pdn.png
Pins as bars on the die edge.
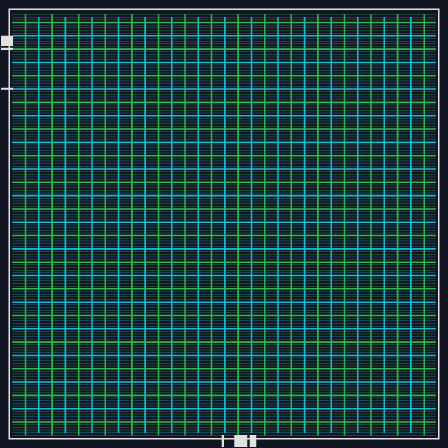
cell_classes.png
Drawn at 1 px/um. Fill, decap, tap and diode cells in grey.
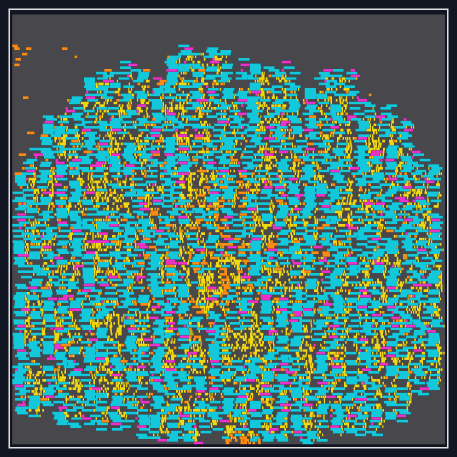
clock_map.png
Drawn at 1 px/um.
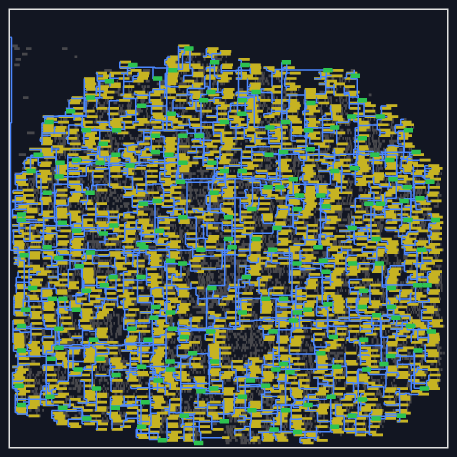
metal_stack.png
Drawn at 1 px/um. Only two layers are drawn.
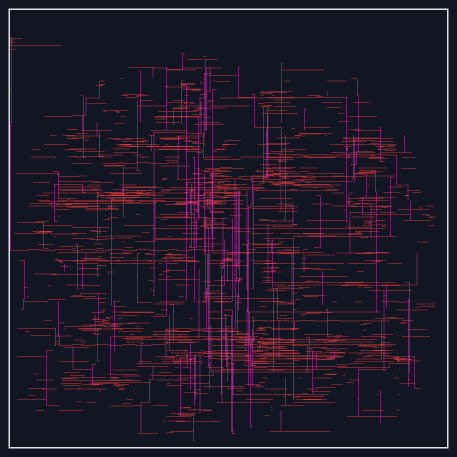
final_placement.png
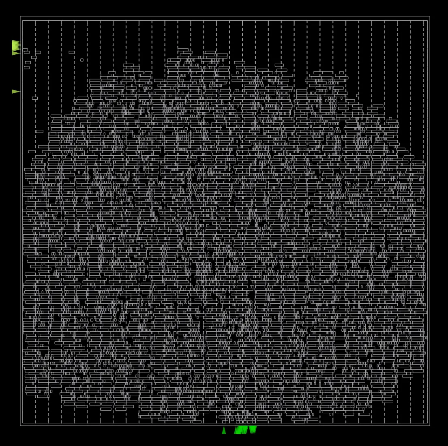
<file path="config.mk">
export PLATFORM = sky130hd
export DESIGN_NAME = spi_burst_ram
export DESIGN_NICKNAME = d
export VERILOG_FILES = /design/src/rtl/spi_ram_pkg.sv /design/src/rtl/ram_addr_ptr.sv /design/src/rtl/spi_burst_ram.sv
export SDC_FILE = /design/constraint.sdc
export NUM_CORES = 2
export LEC_CHECK = 0
export ABC_AREA = 1
export CAP_MARGIN = 15
export CORE_MARGIN = 2
export CORE_UTILIZATION = 45
export CTS_CLUSTER_DIAMETER = 50
export DETAILED_ROUTE_END_ITERATION = 7
export GPL_ROUTABILITY_DRIVEN = 0
export HOLD_SLACK_MARGIN = 0.05
export SLEW_MARGIN = 20
export SYNTH_ARGS = -nofsm -noshare
export SYNTH_HDL_FRONTEND = slang
export SYNTH_SLANG_ARGS = --single-unit
export TNS_END_PERCENT = 20
</file>
<file path="constraint.sdc">
create_clock -name clk -period 3.09 [get_ports clk]
set_input_delay 0.7725 -clock clk [delete_from_list [all_inputs] [get_ports clk]]
set_output_delay 0.7725 -clock clk [all_outputs]
set_load 0.1 [all_outputs]
</file>
<file path="src/rtl/spi_ram_pkg.sv">
// Shared command encodings and pointer mode type for the SPI-attached burst RAM.
package spi_ram_pkg;

  localparam logic [1:0] CMD_WR_ADDR = 2'b00;
  localparam logic [1:0] CMD_WR_DATA = 2'b01;
  localparam logic [1:0] CMD_RD_ADDR = 2'b10;
  localparam logic [1:0] CMD_RD_DATA = 2'b11;

  typedef enum logic {
    PTR_HOLD   = 1'b0,
    PTR_STREAM = 1'b1
  } ptr_mode_t;

endpackage

</file>
<file path="src/rtl/ram_addr_ptr.sv">
// Address pointer with range-checked load and wrap-at-depth auto-increment.
// The HOLD/STREAM mode of the most recent data access is kept as visible state.
module ram_addr_ptr
  import spi_ram_pkg::*;
#(
  parameter int MEM_DEPTH = 256,
  parameter int ADDR_SIZE = 8
) (
  input  logic                 clk,
  input  logic                 rst_n,
  input  logic                 load,
  input  logic [ADDR_SIZE-1:0] addr,
  input  logic                 access,
  input  logic                 stream,
  output logic [ADDR_SIZE-1:0] ptr,
  output logic                 load_err,
  output logic                 mode
);

  localparam logic [ADDR_SIZE:0]   DEPTH_W = (ADDR_SIZE+1)'(MEM_DEPTH);
  localparam logic [ADDR_SIZE-1:0] LAST    = ADDR_SIZE'(MEM_DEPTH - 1);

  ptr_mode_t state;
  logic      addr_ok;

  // Extra leading zero keeps the compare meaningful when MEM_DEPTH == 2**ADDR_SIZE.
  assign addr_ok  = {1'b0, addr} < DEPTH_W;
  assign load_err = load & ~addr_ok;
  assign mode     = (state == PTR_STREAM);

  always_ff @(posedge clk) begin
    if (!rst_n) begin
      ptr   <= '0;
      state <= PTR_HOLD;
    end else if (load) begin
      if (addr_ok) ptr <= addr;
    end else if (access) begin
      state <= stream ? PTR_STREAM : PTR_HOLD;
      if (stream) ptr <= (ptr == LAST) ? '0 : ptr + 1'b1;
    end
  end

endmodule

</file>
<file path="src/rtl/spi_burst_ram.sv">
// Single-port RAM behind an SPI slave: command decode, burst pointers, one-deep
// read output slot with valid/ready handoff, and a registered illegal-command pulse.
module spi_burst_ram
  import spi_ram_pkg::*;
#(
  parameter int MEM_DEPTH  = 256,
  parameter int ADDR_SIZE  = 8,
  parameter int DATA_WIDTH = 8
) (
  input  logic                  clk,
  input  logic                  rst_n,
  input  logic                  rx_valid,
  input  logic [DATA_WIDTH+1:0] din,
  input  logic                  burst_en,
  input  logic                  tx_ready,
  output logic                  tx_valid,
  output logic [DATA_WIDTH-1:0] dout,
  output logic                  cmd_err,
  output logic [1:0]            dbg_ptr_mode
);

  // Handshake: dout is offered while tx_valid=1 and is consumed in any cycle
  // where tx_valid=1 and tx_ready=1; dout/tx_valid never change while offered
  // and unconsumed. A read can refill the slot in the cycle it is consumed.

  logic [DATA_WIDTH-1:0] mem [MEM_DEPTH];

  logic [1:0]           cmd;
  logic [ADDR_SIZE-1:0] addr;
  logic                 is_wr_addr, is_wr_data, is_rd_addr, is_rd_data;
  logic                 slot_free, rd_accept, rd_reject;
  logic [ADDR_SIZE-1:0] wr_ptr, rd_ptr;
  logic                 wr_load_err, rd_load_err;
  logic                 wr_mode, rd_mode;

  assign cmd  = din[DATA_WIDTH+1:DATA_WIDTH];
  assign addr = din[ADDR_SIZE-1:0];

  assign is_wr_addr = rx_valid & (cmd == CMD_WR_ADDR);
  assign is_wr_data = rx_valid & (cmd == CMD_WR_DATA);
  assign is_rd_addr = rx_valid & (cmd == CMD_RD_ADDR);
  assign is_rd_data = rx_valid & (cmd == CMD_RD_DATA);

  assign slot_free = ~tx_valid | tx_ready;
  assign rd_accept = is_rd_data & slot_free;
  assign rd_reject = is_rd_data & ~slot_free;

  assign dbg_ptr_mode = {rd_mode, wr_mode};

  ram_addr_ptr #(.MEM_DEPTH(MEM_DEPTH), .ADDR_SIZE(ADDR_SIZE)) u_wr_ptr (
    .clk      (clk),
    .rst_n    (rst_n),
    .load     (is_wr_addr),
    .addr     (addr),
    .access   (is_wr_data),
    .stream   (burst_en),
    .ptr      (wr_ptr),
    .load_err (wr_load_err),
    .mode     (wr_mode)
  );

  ram_addr_ptr #(.MEM_DEPTH(MEM_DEPTH), .ADDR_SIZE(ADDR_SIZE)) u_rd_ptr (
    .clk      (clk),
    .rst_n    (rst_n),
    .load     (is_rd_addr),
    .addr     (addr),
    .access   (rd_accept),
    .stream   (burst_en),
    .ptr      (rd_ptr),
    .load_err (rd_load_err),
    .mode     (rd_mode)
  );

  // Contents survive reset; only writes are suppressed while it is asserted.
  always_ff @(posedge clk) begin
    if (rst_n && is_wr_data) mem[wr_ptr] <= din[DATA_WIDTH-1:0];
  end

  always_ff @(posedge clk) begin
    if (!rst_n) begin
      tx_valid <= 1'b0;
      dout     <= '0;
      cmd_err  <= 1'b0;
    end else begin
      cmd_err <= wr_load_err | rd_load_err | rd_reject;
      if (rd_accept) begin
        dout     <= mem[rd_ptr];
        tx_valid <= 1'b1;
      end else if (tx_ready) begin
        tx_valid <= 1'b0;
      end
    end
  end

endmodule

</file>
==> run notes <==
The global routing met1 resource utilization was 0.346. Adder-cell area share of the yosys netlist: 0.000741. Per the CTS log, the root buffer master is sky130_fd_sc_hd__clkbuf_16. The run gives 0.422 as the clock group share of total power. The logs give 0 for the antenna violation net count after detailed routing and 90700 um2 for the placed instance area.

The number of design-rule violations left by the first detailed-router iteration is 7089. The flow reports an fmax of 337 MHz. Setup slack on the worst path after placement came out at -0.586 ns. The region available for standard cell placement spans 186000 um2. Gates resized during post-CTS repair numbered 0. For reference, the top cells by area after synthesis are sky130_fd_sc_hd__edfxtp_1 (73%), sky130_fd_sc_hd__nand2_1 (12%), sky130_fd_sc_hd__nand3_1 (8.0%). The multiplexer area fraction after synthesis came out at 0.

STA classifies the critical path startpoint as a flip-flop. The relative slew slack was 0.388. The clock tree cell share of total cell area works out to 0.0701. Summed over all instances, the cell type with the most area after synthesis is sky130_fd_sc_hd__edfxtp_1.

The run gives 0 for the number of hold buffers added after cts. The number of synthesized flops with an enable pin is 2048. In the layout the commonest cells are sky130_fd_sc_hd__nand2_1 (2802), sky130_fd_sc_hd__edfxtp_1 (2048), sky130_fd_sc_hd__nand3_1 (1339). The tools report the number of max-slew violations in the final report as 0.

Number of cells on the worst hold path: 1. Compared with the post-synthesis result, the final layout area differs by 15.6%. The count of placed standard cells including taps is 9899, and the number of remaining DRC errors is 0. The post-synthesis sequential area ratio was 0.735.

The tools report the met2 layer usage reported by global route as 0.403. In the final layout, excluding clock inverters the inverter count is 46. The biggest fanout along the worst timing path is 28, and the via count of the first global-routing pass is 55800. The top cell type's share of synthesized area is 0.729. The total of buffers placed on input and output ports is 26.

The combinational gate area was 20100 um2. Busiest metal layer after global routing: met2. Counting distinct cell types in the post-synthesis netlist gives 31. The clock slew seen by the registers of the worst setup and hold paths came out at 0.06 ns.

The run gives 0.252 for the global-route total usage across every layer. The run gives 0.227 for the switching power share of the total. The flow ran to the end, and the final reports show no timing, DRC or antenna violations. Walking the critical path from launch to capture passes 13 cell instances. When the netlist entered floorplanning its net count stood at 7365. With the setup TNS at 0 ns, the count of nets after finishing is 7649. The worst VDD IR drop from the latest analysis is 0.558 mV.

The chip footprint was 191000 um2. The analysis attributes to net switching a power of 13.6 mW. The run gives 59.6 mW for the total power. Ranked by power, first place goes to registers. The final design was reported to hold multi-input combinational gates totalling 4758. With the sequential fraction of total cell area at 0.636, the instance count of the mapped netlist is 7345. The number of cell instances on the worst register-to-register path is 13. The critical path in the final layout is reported with a setup slack of 0.124 ns. The routed design shows a via density per instance of 5.55. The number of cells reported by Yosys stat comes to 7345. The class of the tightest hold or removal check is input pin to flip-flop. The tools report the final instance area as 97600 um2. The tools report the global-route wire length before repair as 358000 um.

By area, registers come first. Hold timing on the final database bottoms out at a slack of 0.310 ns. The synthesis report lists the Yosys warning total as 0.

For reference, the final report shows the hold violation count at 0. Post-synthesis compound-gate area fraction: 0.0173. The run gives 3.90 ns as the data required time of the worst path.

In this run the count of I/O pins placed on the die edge is 27. The clock buffers instantiated in the layout total 245. The category of cells accounting for the largest share of critical-path delay is simple AND/OR/NAND/NOR gates. For the final HPWL from detailed placement, the log shows 150000 um. The repair_antennas step left the layout with diodes totalling 3.

The floorplan die height is 437 um. The tools report the setup slack of the worst register-to-register path as 0.12 ns. Clock latency on the worst-skew pair, taken at its later pin, is 0.87 ns.

The script extracted a total leakage power of 35.5 nW. Entering global routing, the biggest net connects 170 pins. Before any placement, the netlist area is recorded as 84400 um2. Setup repair after global routing left no endpoint under its margin. The run gives 611 nW/um2 for the power density of the placed cells. Master of the slowest instance on the critical path: sky130_fd_sc_hd__dfxtp_4. Summed over all nets, wire length on met2 after detailed routing comes to 114000 um.

Looking at the post-CTS report, the setup buffer insertion count equals 0. Summing over every cut layer, the via total after detailed routing is 57100. With the mean routed wirelength per cell at 23.6 um, the die width is 437 um. By startpoint and endpoint, the worst setup path is classified as flip-flop to flip-flop. Recorded from the global router log, the overflow total was 0.

The synthesis run shows the most used standard cells to be sky130_fd_sc_hd__nand2_1 (2803), sky130_fd_sc_hd__edfxtp_1 (2048), sky130_fd_sc_hd__nand3_1 (1343). Routed signal wires occupy layers up through met4. Counting the buffers created by CTS gives 208.

The run gives 2 as the number of antenna violations at the first check in global routing. The synthesis report names the predominant flop master as sky130_fd_sc_hd__edfxtp_1. Traced cell by cell, the critical path runs through nand2_1 > inv_8 > buf_4 > nand2_1 > nand3_1 > nand3_1 > nand3_1 > nand3_1 > nand2_1 > nand2_1 > nand3_1 > nand2_1 > inv_1. The starting density of the core is 0.454.

Final routed wirelength across all metal layers: 243000 um. The run gives 0.000208 for the xor and xnor area share after synthesis. The logs give 98800 um for the met1 wire length and 4 for the H-tree depth. Among the non-sequential cells, simple AND/OR/NAND/NOR gates take the most area.

Before antenna repair, the detailed router went through 6 iterations. The met3 track demand over resource in global routing came out at 0.0453. The floorplan has 158 rows.

With the number of buffers other than clock buffers in the final layout at 539, the fraction of cell area in non-clock buffers is 0.0535. The flop and latch count out of synthesis works out to 2076. Share of the clock period used by the worst path after layout: 0.960. The run gives 31.0 mW for the power of the sequential group. The worst setup path is captured at a flip-flop.

STA puts the critical path data arrival time at 3.77 ns. The routed design could run at a clock period as short as 2.97 ns. The routed length on met3 is 21600 um. The post-synthesis share of cell area spent on and, or, nand and nor gates was 0.220; the number of failing setup endpoints in the final timing report was 0.

The maximum cell stage delay along the critical path is 0.53 ns. TritonCTS built the clock tree. The run gives 2076 for the total number of clock tree sinks. The number of violations of the max-capacitance limit was 0. Multi-input combinational area share: 0.206. With the maximum count of clock buffers along a single path at 3, the power attributed to the clock group is 25.2 mW.

On the final layout, the worst clock skew is 0.0607 ns. With the post-synthesis async set-or-reset flop share at 0, the cell-internal power is 46.1 mW. The most common library cell in the layout ignoring fill and taps is sky130_fd_sc_hd__nand2_1. The sequential power share was 0.519; the ratio of cells with drive above 1 in the final layout was 0.109.

The combinational power reported by the tool is 3.49 mW. The proportion of power drawn by combinational gates is 0.059. The post-synthesis area per instance is 11.5 um2, and the OpenROAD warning count is 44.

Looking at the gate-level netlist, the highest instance count belongs to sky130_fd_sc_hd__nand2_1.
## Picture notes: pdn.png
VDD: in cyan. VSS: in green.
27 signal pins sit on the boundary. 31 straps on met5. 159 met1 rails follow the rows.

## Picture notes: cell_classes.png
all other logic: in yellow, cells 4804, share of their area 22%. other buffers and delay cells: in orange, cells 539, share of their area 5.5%. clock drivers and dummy loads: in magenta, cells 383, share of their area 7.2%. flops: in cyan, cells 2076, share of their area 66%.

## Picture notes: clock_map.png
clock wires: in blue, length 22.9 mm. flip-flops: in yellow, count 2076. cells driving clock nets: in green, count 208.
There are 209 routed clock nets.

## Picture notes: metal_stack.png
met3: in red, wire length 21.6 mm. met4: in magenta, wire length 8680 um.

## Picture notes: final_placement.png
number of well taps: 2480
count of placed standard cells in the final layout, fillers left out: 10300
count of filler cells inserted in the layout: 16000
number of flip-flops and latches: 2076
fraction of the core area covered by cells at the end of the flow: 0.525

## flip-flops by register name (all words and copies together) (netlist names)
name	flops
u_wr_ptr.mode	1
u_rd_ptr.mode	1
mem	2048
u_rd_ptr.ptr	8
tx_valid	1
dout	8
u_wr_ptr.ptr	8
cmd_err	1
## cell families (layout without fill, tap and decap cells)
family,count (synthesis),after routing
xor gates and xnor gates,2,2
buffers and inverters,511,968
and+or+nand+nor,4472,4472
adders and majority gates,5,5
DFF,2076,2076
other,0,3
AOI/OAI and AO/OA,279,279
## final timing paths
| check | start | to |
|---|---|---|
| worst min-delay path | din[4] | mem[117][4] |
| worst max register to register | u_rd_ptr.ptr[1] | dout[3] |
| worst min register to register | u_rd_ptr.mode | u_rd_ptr.mode |
| worst max-delay path | u_rd_ptr.ptr[1] | dout[3] |
Power is estimated from default activity; no workload was simulated.
